==> config.mk <==
export PLATFORM = sky130hd
export DESIGN_NAME = mem_bus_arbiter
export DESIGN_NICKNAME = d
export VERILOG_FILES = /design/src/rtl/mem_arb_pkg.sv /design/src/rtl/mem_arb_dphase.sv /design/src/rtl/mem_bus_arbiter.sv
export SDC_FILE = /design/constraint.sdc
export NUM_CORES = 1
export LEC_CHECK = 0
export CORE_AREA = 2 2 120 122
export DETAILED_ROUTE_END_ITERATION = 12
export DIE_AREA = 0 0 122 124
export SLEW_MARGIN = 20
export SYNTH_ARGS = -nofsm -noshare
export SYNTH_HDL_FRONTEND = slang
export SYNTH_SLANG_ARGS = --single-unit
==> constraint.sdc <==
create_clock -name clock -period 2.44 [get_ports clock]
set_input_delay 0.366 -clock clock [delete_from_list [all_inputs] [get_ports clock]]
set_output_delay 0.366 -clock clock [all_outputs]
set_load 0.02 [all_outputs]
Met1 routing:
Drawn at 4 px/µm. Supply wires on this layer in grey. Cells faint in the background.
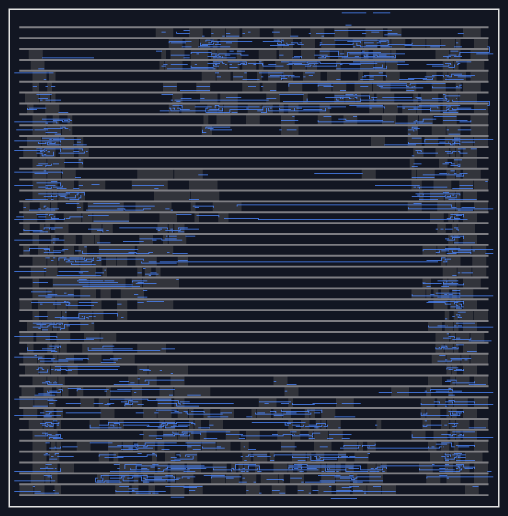
longest straight run	69.5 µm
share of all routed wire	37%
wire length on this layer	4130 µm
nets with wire on the layer	634
main direction	horizontal
Routed WL: 11.24 mm
Vias: 3382
grt met1 use: 0.1391

Met2 routing:
Drawn at 4 px/µm.
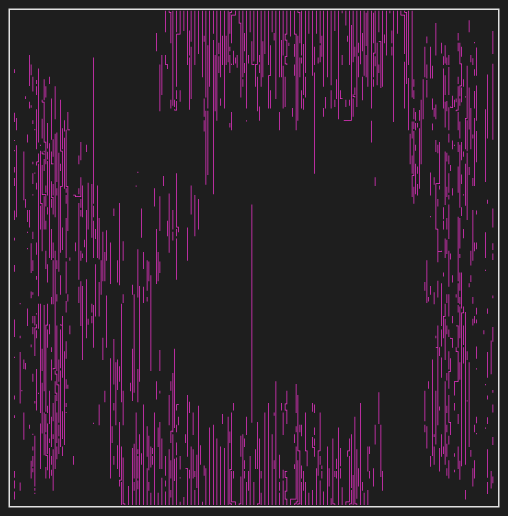
longest straight run	54.4 µm
main direction	vertical
met2 Track Usage GR: 0.2458

M3 wires:
Drawn at 4 px/µm. Cells faint in the background.
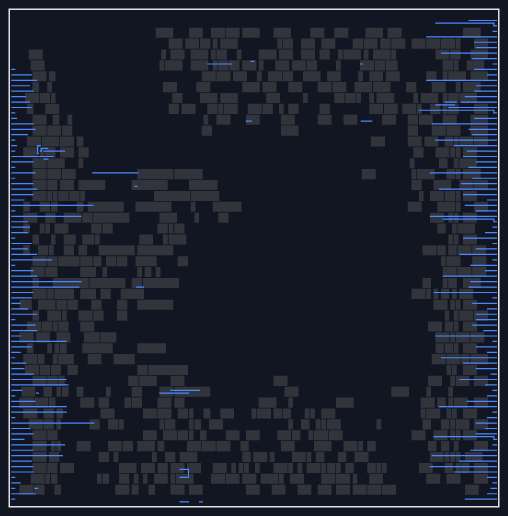
longest straight run	20.5 µm
main direction	horizontal
wire length on this layer	1150 µm
met3 GRT Util: 0.02976

Routed clock nets over the placement:
Drawn at 2 px/µm.
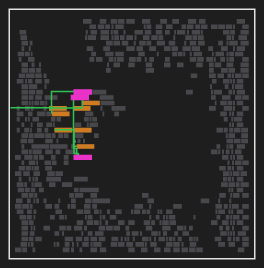
[cells driving clock nets] magenta | count: 3
[clock wires] green | length: 138 µm
[flip-flops] orange | count: 7
routed clock nets	4
clock network power share: 0.176
clk_lat worst skew: 230 ps
Setup Skew: 2.144 ps
Clock Power: 0.276 mW

==> impl_metrics.env <==
# physical design summary
export IMPL_die_w_um=122
export IMPL_crit_required_ps=2070
export IMPL_ys_seq_share=0.1001
export IMPL_p_switching_mw=0.5886
export IMPL_placed_cell_area_um2=5107
export IMPL_p_seq_frac=0.097
export IMPL_synth_async_sr_flop_share=1.000
export IMPL_power_density_nw_per_um2=292.8
export IMPL_cp_arrival_ps=2000
export IMPL_placed_cells=773
export IMPL_synth_flop_count=7
export IMPL_finalPower_mw=1.570
export IMPL_tool_warnings=28
export IMPL_route_detailed_drc=0
export IMPL_simple_gate_area_frac=0.4249
export IMPL_dpl_worst_slack_ps=-667.3
export IMPL_antenna_cells=0
export IMPL_endpoint_kind="output pin"
export IMPL_hold_buffers=0
export IMPL_slew_headroom=0.7642
export IMPL_overflow=0
export IMPL_num_io_pins=305
export IMPL_synthTopCellsByCount="nor2_1, a22oi_1, nand2b_1"
export IMPL_p_seq_mw=0.152
export IMPL_cts_tree="built"
export IMPL_edf_count=0
export IMPL_syn_inst=297
export IMPL_synthFlopType="dfrtp_1"
export IMPL_firstDrtPassIters=4
export IMPL_lay_top_count="clkdlybuf4s50_1"
export IMPL_fp_dieH_um=124
export IMPL_yosys_area_um2=1749
export IMPL_ys_top_cells_by_area="a22oi_1, nor2_1, nand2b_1"
export IMPL_finalCritPeriodShare=0.9715
export IMPL_synth_nets=473
export IMPL_clockBufferDepth=2
export IMPL_drt_iter0_drc=82
export IMPL_post_synth_top_count_cell="nor2_1"
export IMPL_yosys_area_top_type="a22oi_1"
export IMPL_busiest_layer="met2"
export IMPL_ys_cells=297
export IMPL_p_leak_nw=2.831
export IMPL_hpwl_mm=8.960
export IMPL_peakVddDrop_uv=324.6
export IMPL_xor_area_frac=0
export IMPL_post_drt_wl_per_cell_um=14.29
export IMPL_top_area_frac=0.2833
export IMPL_rows=43
export IMPL_top_power_group="combinational logic"
export IMPL_gp_congestion=0.8128
export IMPL_slew_viol_final=0
export IMPL_layout_nets=784
export IMPL_fin_setup_tns_ps=0
export IMPL_first_global_vias=3225
export IMPL_grt_pass1_wl_mm=15.64
export IMPL_numPortBuffers=304
export IMPL_syn_avg_cell_area_um2=5.889
export IMPL_reg2regPathDepth=10
export IMPL_cp_start_kind="input pin"
export IMPL_cts_sinks=7
export IMPL_grt_usage=0.1266
export IMPL_aoi_share=0.3319
export IMPL_viasPerCell=4.297
export IMPL_adder_share=0.02861
export IMPL_antenna_found_initial=0
export IMPL_drtAntennaViolNets=0
export IMPL_fin_area_um2=5360
export IMPL_setup_slack_ps=69.65
export IMPL_ys_types=24
export IMPL_logic_family="simple AND/OR/NAND/NOR gates"
export IMPL_areaGrowthSynthToFinish_pct=206.4
export IMPL_final_cell_mix="clkdlybuf4s50_1, nor2_1, a22oi_1"
export IMPL_final_util=0.3907
export IMPL_worst_slew_pin_slew_ps=352.6
export IMPL_syn_area_um2=1749
export IMPL_maxCapViolCount=0
export IMPL_outcome="finished, final reports clean"
export IMPL_grt_max_degree=34
export IMPL_htreeDepth=1
[area by class of cell]
class / instances / area [µm²]
tap: 180 / 225.2
fill: 1455 / 8359
multi-input combinational: 252 / 1499
clock buffer: 4 / 78.83
timing repair buffer: 338 / 3359
inverter: 6 / 22.52
sequential: 7 / 175.2
[what timing repair did]
action / 4_1_cts / 5_1_grt
setup buffers: 5 / 0
setup endpoints to repair: 38 / 55
resized: 186 / 50
endpoints found under the hold margin: 0 / 0
cloned: 4 / 1
pin swaps: 9 / 1
[critical path, stage by stage]
cell           delay [ps]
dlygate4sd2_1         250
nor2b_1               140
o21ai_2               190
a21boi_4               90
buf_4                 150
ha_4                  200
buf_4                 170
a221o_1               300
buf_4                 160
[metal layers]
layer  share of wire  wire [µm]
met5               0          0
met4           0.013        141
met3            0.10       1150
met2            0.52       5820
met1            0.37       4132
Power is estimated from default activity; no workload was simulated.
